<file path="config.mk">
export PLATFORM = sky130hd
export DESIGN_NAME = ifmap_spad_flat
export DESIGN_NICKNAME = d
export VERILOG_FILES = /design/src/rtl/ifmap_spad_if.sv /design/src/rtl/ifmap_spad.sv /design/src/flat_wrapper.sv
export SDC_FILE = /design/constraint.sdc
export NUM_CORES = 1
export LEC_CHECK = 0
export CELL_PAD_IN_SITES_DETAIL_PLACEMENT = 0
export CELL_PAD_IN_SITES_GLOBAL_PLACEMENT = 2
export CORE_ASPECT_RATIO = 0.75
export CORE_MARGIN = 3
export CORE_UTILIZATION = 45
export CTS_CLUSTER_DIAMETER = 60
export DETAILED_ROUTE_END_ITERATION = 16
export GPL_TIMING_DRIVEN = 0
export HOLD_SLACK_MARGIN = 0.15
export PLACE_DENSITY = 0.83
export SKIP_CTS_REPAIR_TIMING = 1
export SYNTH_ARGS = -nofsm -noshare
export SYNTH_HDL_FRONTEND = slang
export SYNTH_SLANG_ARGS = --single-unit
</file>
<file path="constraint.sdc">
create_clock -name clk -period 6.2 [get_ports clk]
set_input_delay 0.62 -clock clk [delete_from_list [all_inputs] [get_ports clk]]
set_output_delay 0.62 -clock clk [all_outputs]
set_load 0.01 [all_outputs]
</file>
<file path="src/rtl/ifmap_spad_if.sv">
// ifmap_spad_if: bundles the scratchpad's control, write and read signals.
//   master : the side feeding the spad (loader / MAC / controller).
//   slave  : the scratchpad itself.
// Signals:
//   start, cfg_ic, cfg_fw      window (re)configuration
//   wr_en, wr_data             diagonal write stream
//   rd_en, slide               window read request / stride advance
//   rd_data, rd_valid, win_done read response
//   win_ready, full, occ, err  status
interface ifmap_spad_if #(
    parameter int DATA_W = 16,
    parameter int AW     = 4
);
    logic              start;
    logic [4:0]        cfg_ic;
    logic [4:0]        cfg_fw;
    logic              wr_en;
    logic [DATA_W-1:0] wr_data;
    logic              rd_en;
    logic              slide;
    logic [DATA_W-1:0] rd_data;
    logic              rd_valid;
    logic              win_done;
    logic              win_ready;
    logic              full;
    logic [AW-1:0]     occ;
    logic              err;

    modport master (
        output start, cfg_ic, cfg_fw, wr_en, wr_data, rd_en, slide,
        input  rd_data, rd_valid, win_done, win_ready, full, occ, err
    );

    modport slave (
        input  start, cfg_ic, cfg_fw, wr_en, wr_data, rd_en, slide,
        output rd_data, rd_valid, win_done, win_ready, full, occ, err
    );
endinterface

</file>
<file path="src/rtl/ifmap_spad.sv">
// ifmap_spad: per-PE ifmap scratchpad holding one convolution window of
// ic*fw values (ic fastest, then filter column). The window is streamed
// out one element per rd_en and can be replayed indefinitely; slide drops
// the oldest filter column (ic entries) so only ic new values are needed
// per output column. Storage is a circular buffer of DEPTH entries.
// Ports:
//   clk  - clock
//   rst  - asynchronous active-high reset
//   bus  - ifmap_spad_if.slave (config, write, read, status)
module ifmap_spad #(
    parameter int DATA_W = 16,
    parameter int DEPTH  = 12,
    parameter int AW     = 4
) (
    input  logic         clk,
    input  logic         rst,
    ifmap_spad_if.slave  bus
);
    localparam logic [AW-1:0] DEPTH_A = AW'(DEPTH);
    localparam logic [AW:0]   DEPTH_X = (AW+1)'(DEPTH);
    localparam logic [9:0]    DEPTH_W = 10'(DEPTH);

    // Circular add: DEPTH need not be a power of two, so compare and
    // subtract instead of masking. inc never exceeds DEPTH, so one
    // subtraction is enough.
    function automatic logic [AW-1:0] ptr_add(input logic [AW-1:0] ptr,
                                              input logic [AW-1:0] inc);
        logic [AW:0] sum;
        sum = {1'b0, ptr} + {1'b0, inc};
        if (sum >= DEPTH_X) begin
            sum = sum - DEPTH_X;
        end else begin
            sum = sum;
        end
        return sum[AW-1:0];
    endfunction

    // A window of zero size or larger than the buffer cannot be served.
    function automatic logic cfg_bad(input logic [4:0] ic, input logic [4:0] fw);
        logic [9:0] w;
        w = {5'd0, ic} * {5'd0, fw};
        return (w == 10'd0) || (w > DEPTH_W);
    endfunction

    logic [DATA_W-1:0] mem_r [DEPTH];
    logic [AW-1:0]     wr_ptr_r,   wr_ptr_n;
    logic [AW-1:0]     base_ptr_r, base_ptr_n;
    logic [AW-1:0]     rd_off_r,   rd_off_n;
    logic [AW-1:0]     occ_r,      occ_n;
    logic [4:0]        ic_r,       ic_n;
    logic [4:0]        fw_r,       fw_n;
    logic [DATA_W-1:0] rd_data_r,  rd_data_n;
    logic              rd_valid_r, rd_valid_n;
    logic              win_done_r, win_done_n;
    logic              err_r,      err_n;

    logic [9:0]    win_sz_s;
    logic          cfg_ok_s;
    logic          win_ready_s;
    logic          full_s;
    logic          wr_acc_s;
    logic          mem_we_s;
    logic          slide_acc_s;
    logic          slide_err_s;
    logic          rd_fire_s;
    logic          rd_last_s;
    logic [AW-1:0] rd_addr_s;
    logic [AW-1:0] ic_a_s;

    // Datapath decode and next-state computation for all control registers.
    always_comb begin
        wr_ptr_n   = wr_ptr_r;
        base_ptr_n = base_ptr_r;
        rd_off_n   = rd_off_r;
        occ_n      = occ_r;
        ic_n       = ic_r;
        fw_n       = fw_r;
        rd_data_n  = rd_data_r;
        rd_valid_n = 1'b0;
        win_done_n = 1'b0;
        err_n      = err_r;

        win_sz_s    = {5'd0, ic_r} * {5'd0, fw_r};
        cfg_ok_s    = (win_sz_s != 10'd0) && (win_sz_s <= DEPTH_W);
        win_ready_s = cfg_ok_s && (10'(occ_r) >= win_sz_s);
        // full is taken before any same-cycle slide, so a write while full
        // is dropped even if a slide frees space in that cycle.
        full_s      = (occ_r == DEPTH_A);
        wr_acc_s    = bus.wr_en && !full_s;
        mem_we_s    = wr_acc_s && !bus.start;
        slide_acc_s = bus.slide && cfg_ok_s && (10'(occ_r) >= 10'(ic_r));
        slide_err_s = bus.slide && cfg_ok_s && (10'(occ_r) < 10'(ic_r));
        // slide wins over rd_en: the read is simply dropped.
        rd_fire_s   = bus.rd_en && win_ready_s && !bus.slide;
        rd_last_s   = (10'(rd_off_r) == (win_sz_s - 10'd1));
        rd_addr_s   = ptr_add(base_ptr_r, rd_off_r);
        // A slide is only accepted when ic <= occ <= DEPTH, so this fits.
        ic_a_s      = AW'(ic_r);

        if (bus.start) begin
            wr_ptr_n   = {AW{1'b0}};
            base_ptr_n = {AW{1'b0}};
            rd_off_n   = {AW{1'b0}};
            occ_n      = {AW{1'b0}};
            ic_n       = bus.cfg_ic;
            fw_n       = bus.cfg_fw;
            err_n      = cfg_bad(bus.cfg_ic, bus.cfg_fw);
        end else begin
            if (wr_acc_s) begin
                wr_ptr_n = ptr_add(wr_ptr_r, {{(AW-1){1'b0}}, 1'b1});
            end else begin
                wr_ptr_n = wr_ptr_r;
            end

            if (slide_acc_s) begin
                base_ptr_n = ptr_add(base_ptr_r, ic_a_s);
            end else begin
                base_ptr_n = base_ptr_r;
            end

            occ_n = occ_r + {{(AW-1){1'b0}}, wr_acc_s}
                          - (slide_acc_s ? ic_a_s : {AW{1'b0}});

            if (slide_acc_s) begin
                rd_off_n = {AW{1'b0}};
            end else if (rd_fire_s) begin
                rd_off_n = rd_last_s ? {AW{1'b0}}
                                     : rd_off_r + {{(AW-1){1'b0}}, 1'b1};
            end else begin
                rd_off_n = rd_off_r;
            end

            if (rd_fire_s) begin
                rd_data_n = mem_r[rd_addr_s];
            end else begin
                rd_data_n = rd_data_r;
            end
            rd_valid_n = rd_fire_s;
            win_done_n = rd_fire_s && rd_last_s;

            err_n = err_r | (bus.wr_en && full_s) | slide_err_s | !cfg_ok_s;
        end
    end

    // Control and output registers; reset aborts any operation at once.
    always_ff @(posedge clk or posedge rst) begin
        if (rst) begin
            wr_ptr_r   <= {AW{1'b0}};
            base_ptr_r <= {AW{1'b0}};
            rd_off_r   <= {AW{1'b0}};
            occ_r      <= {AW{1'b0}};
            ic_r       <= 5'd0;
            fw_r       <= 5'd0;
            rd_data_r  <= {DATA_W{1'b0}};
            rd_valid_r <= 1'b0;
            win_done_r <= 1'b0;
            err_r      <= 1'b0;
        end else begin
            wr_ptr_r   <= wr_ptr_n;
            base_ptr_r <= base_ptr_n;
            rd_off_r   <= rd_off_n;
            occ_r      <= occ_n;
            ic_r       <= ic_n;
            fw_r       <= fw_n;
            rd_data_r  <= rd_data_n;
            rd_valid_r <= rd_valid_n;
            win_done_r <= win_done_n;
            err_r      <= err_n;
        end
    end

    // Storage array; contents are don't-care after reset, so no reset here.
    always_ff @(posedge clk) begin
        if (mem_we_s) begin
            mem_r[wr_ptr_r] <= bus.wr_data;
        end else begin
            mem_r[wr_ptr_r] <= mem_r[wr_ptr_r];
        end
    end

    assign bus.rd_data   = rd_data_r;
    assign bus.rd_valid  = rd_valid_r;
    assign bus.win_done  = win_done_r;
    assign bus.win_ready = win_ready_s;
    assign bus.full      = full_s;
    assign bus.occ       = occ_r;
    assign bus.err       = err_r;
endmodule

</file>
<file path="src/flat_wrapper.sv">
// flat-port wrapper written by rule: the top's interface ports become plain ports
module ifmap_spad_flat 
#(
    parameter int DATA_W = 16,
    parameter int DEPTH  = 12,
    parameter int AW     = 4
)
  (clk, rst, bus_start, bus_cfg_ic, bus_cfg_fw, bus_wr_en, bus_wr_data, bus_rd_en, bus_slide, bus_rd_data, bus_rd_valid, bus_win_done, bus_win_ready, bus_full, bus_occ, bus_err);
  ifmap_spad_if #(.DATA_W(DATA_W), .AW(AW)) bus_i ();
  input  logic clk;
  input  logic rst;
  input wire logic [$bits(bus_i.start)-1:0] bus_start;
  input wire logic [$bits(bus_i.cfg_ic)-1:0] bus_cfg_ic;
  input wire logic [$bits(bus_i.cfg_fw)-1:0] bus_cfg_fw;
  input wire logic [$bits(bus_i.wr_en)-1:0] bus_wr_en;
  input wire logic [$bits(bus_i.wr_data)-1:0] bus_wr_data;
  input wire logic [$bits(bus_i.rd_en)-1:0] bus_rd_en;
  input wire logic [$bits(bus_i.slide)-1:0] bus_slide;
  output wire logic [$bits(bus_i.rd_data)-1:0] bus_rd_data;
  output wire logic [$bits(bus_i.rd_valid)-1:0] bus_rd_valid;
  output wire logic [$bits(bus_i.win_done)-1:0] bus_win_done;
  output wire logic [$bits(bus_i.win_ready)-1:0] bus_win_ready;
  output wire logic [$bits(bus_i.full)-1:0] bus_full;
  output wire logic [$bits(bus_i.occ)-1:0] bus_occ;
  output wire logic [$bits(bus_i.err)-1:0] bus_err;
  assign bus_i.start = bus_start;
  assign bus_i.cfg_ic = bus_cfg_ic;
  assign bus_i.cfg_fw = bus_cfg_fw;
  assign bus_i.wr_en = bus_wr_en;
  assign bus_i.wr_data = bus_wr_data;
  assign bus_i.rd_en = bus_rd_en;
  assign bus_i.slide = bus_slide;
  assign bus_rd_data = bus_i.rd_data;
  assign bus_rd_valid = bus_i.rd_valid;
  assign bus_win_done = bus_i.win_done;
  assign bus_win_ready = bus_i.win_ready;
  assign bus_full = bus_i.full;
  assign bus_occ = bus_i.occ;
  assign bus_err = bus_i.err;
  ifmap_spad #(.DATA_W(DATA_W), .DEPTH(DEPTH), .AW(AW)) u_core (.clk(clk), .rst(rst), .bus(bus_i));
endmodule
</file>
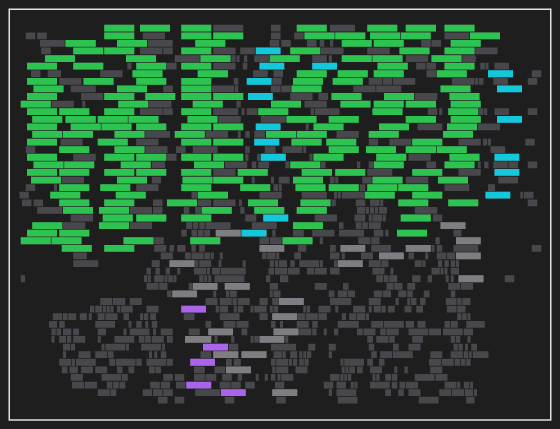
*Where the registers sit*
Other sequential cells in the stronger grey, the rest of the logic in the fainter grey.
Green is u_core.mem_r, placed flops 192. Cyan is u_core.bus.rd_data, placed flops 16. Purple is u_core.fw_r, placed flops 5.
Another 24 sequential cells are not coloured.

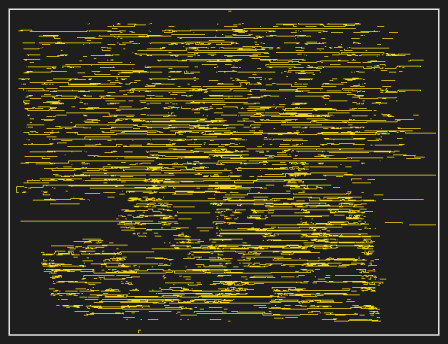
*Signal wires on met1*
The layer holds 48% of the routed length. The wires run mostly horizontal.

==> run notes <==
Physical implementation status

Looking at the critical path, the highest net fanout was 9. The largest register by flop count is u_core.mem_r. The detailed-routing iteration count for the pre-antenna-repair pass stands at 5. Before any placement, the netlist area is recorded as 0.0119 mm2. Clock tree synthesis found a total of 237 sinks. The final hold slack stands at 314 ps. The final design instance area without fill stands at 0.0137 mm2. The flow ran to the end, and the final reports show no timing, DRC or antenna violations. The final worst setup slack stands at 373 ps.

For reference, full adder, half adder and majority cells occupy 10.8% of the area reported after synthesis. The worst register-to-register path begins at u_core.ic_r[1]. Yosys instantiated no cell more often than sky130_fd_sc_hd__edfxtp_1. The commonest cells after synthesis are sky130_fd_sc_hd__edfxtp_1 (192), sky130_fd_sc_hd__ha_1 (69), sky130_fd_sc_hd__and2_1 (48), sky130_fd_sc_hd__mux4_2 (48), sky130_fd_sc_hd__inv_1 (47). In the detailed route, the total length drawn on met2 is 11200 um. The register with the most flip-flops in the layout has 192 of them. The maximum clock insertion buffer count stands at 3. The number of different library cells used by synthesis comes to 65. Broken down by cell family, the worst path's largest delay share belongs to adder cells. Dividing the final minimum period by the clock period gives 94.0%. For this configuration, the core starts out at a cell density of 46.6%. The Yosys warning count stands at 0. The global-route total usage across every layer stands at 18.1%.
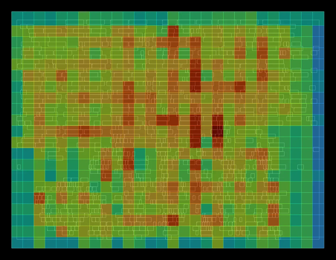
*Routing congestion*
final standard cell utilization of the core: 53.8%
layer carrying the most global-route usage: met1
average detailed-routed wire length per instance: 20.7 um
met2 GRT Util: 27.4%

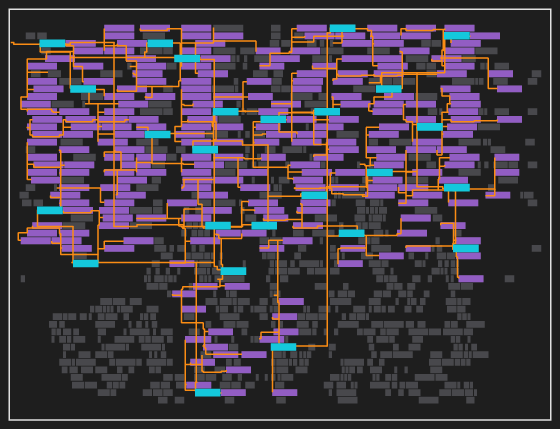
*Clock wires, drivers and flops*
Cyan is clock-net drivers, count 25. Purple is flip-flops, count 237. Orange is clock wires, length 2830 um.
There are 26 routed clock nets.
fraction of power consumed by the clock network: 35.9%
clock distribution power: 1.50 mW

Power is estimated from default activity; no workload was simulated.
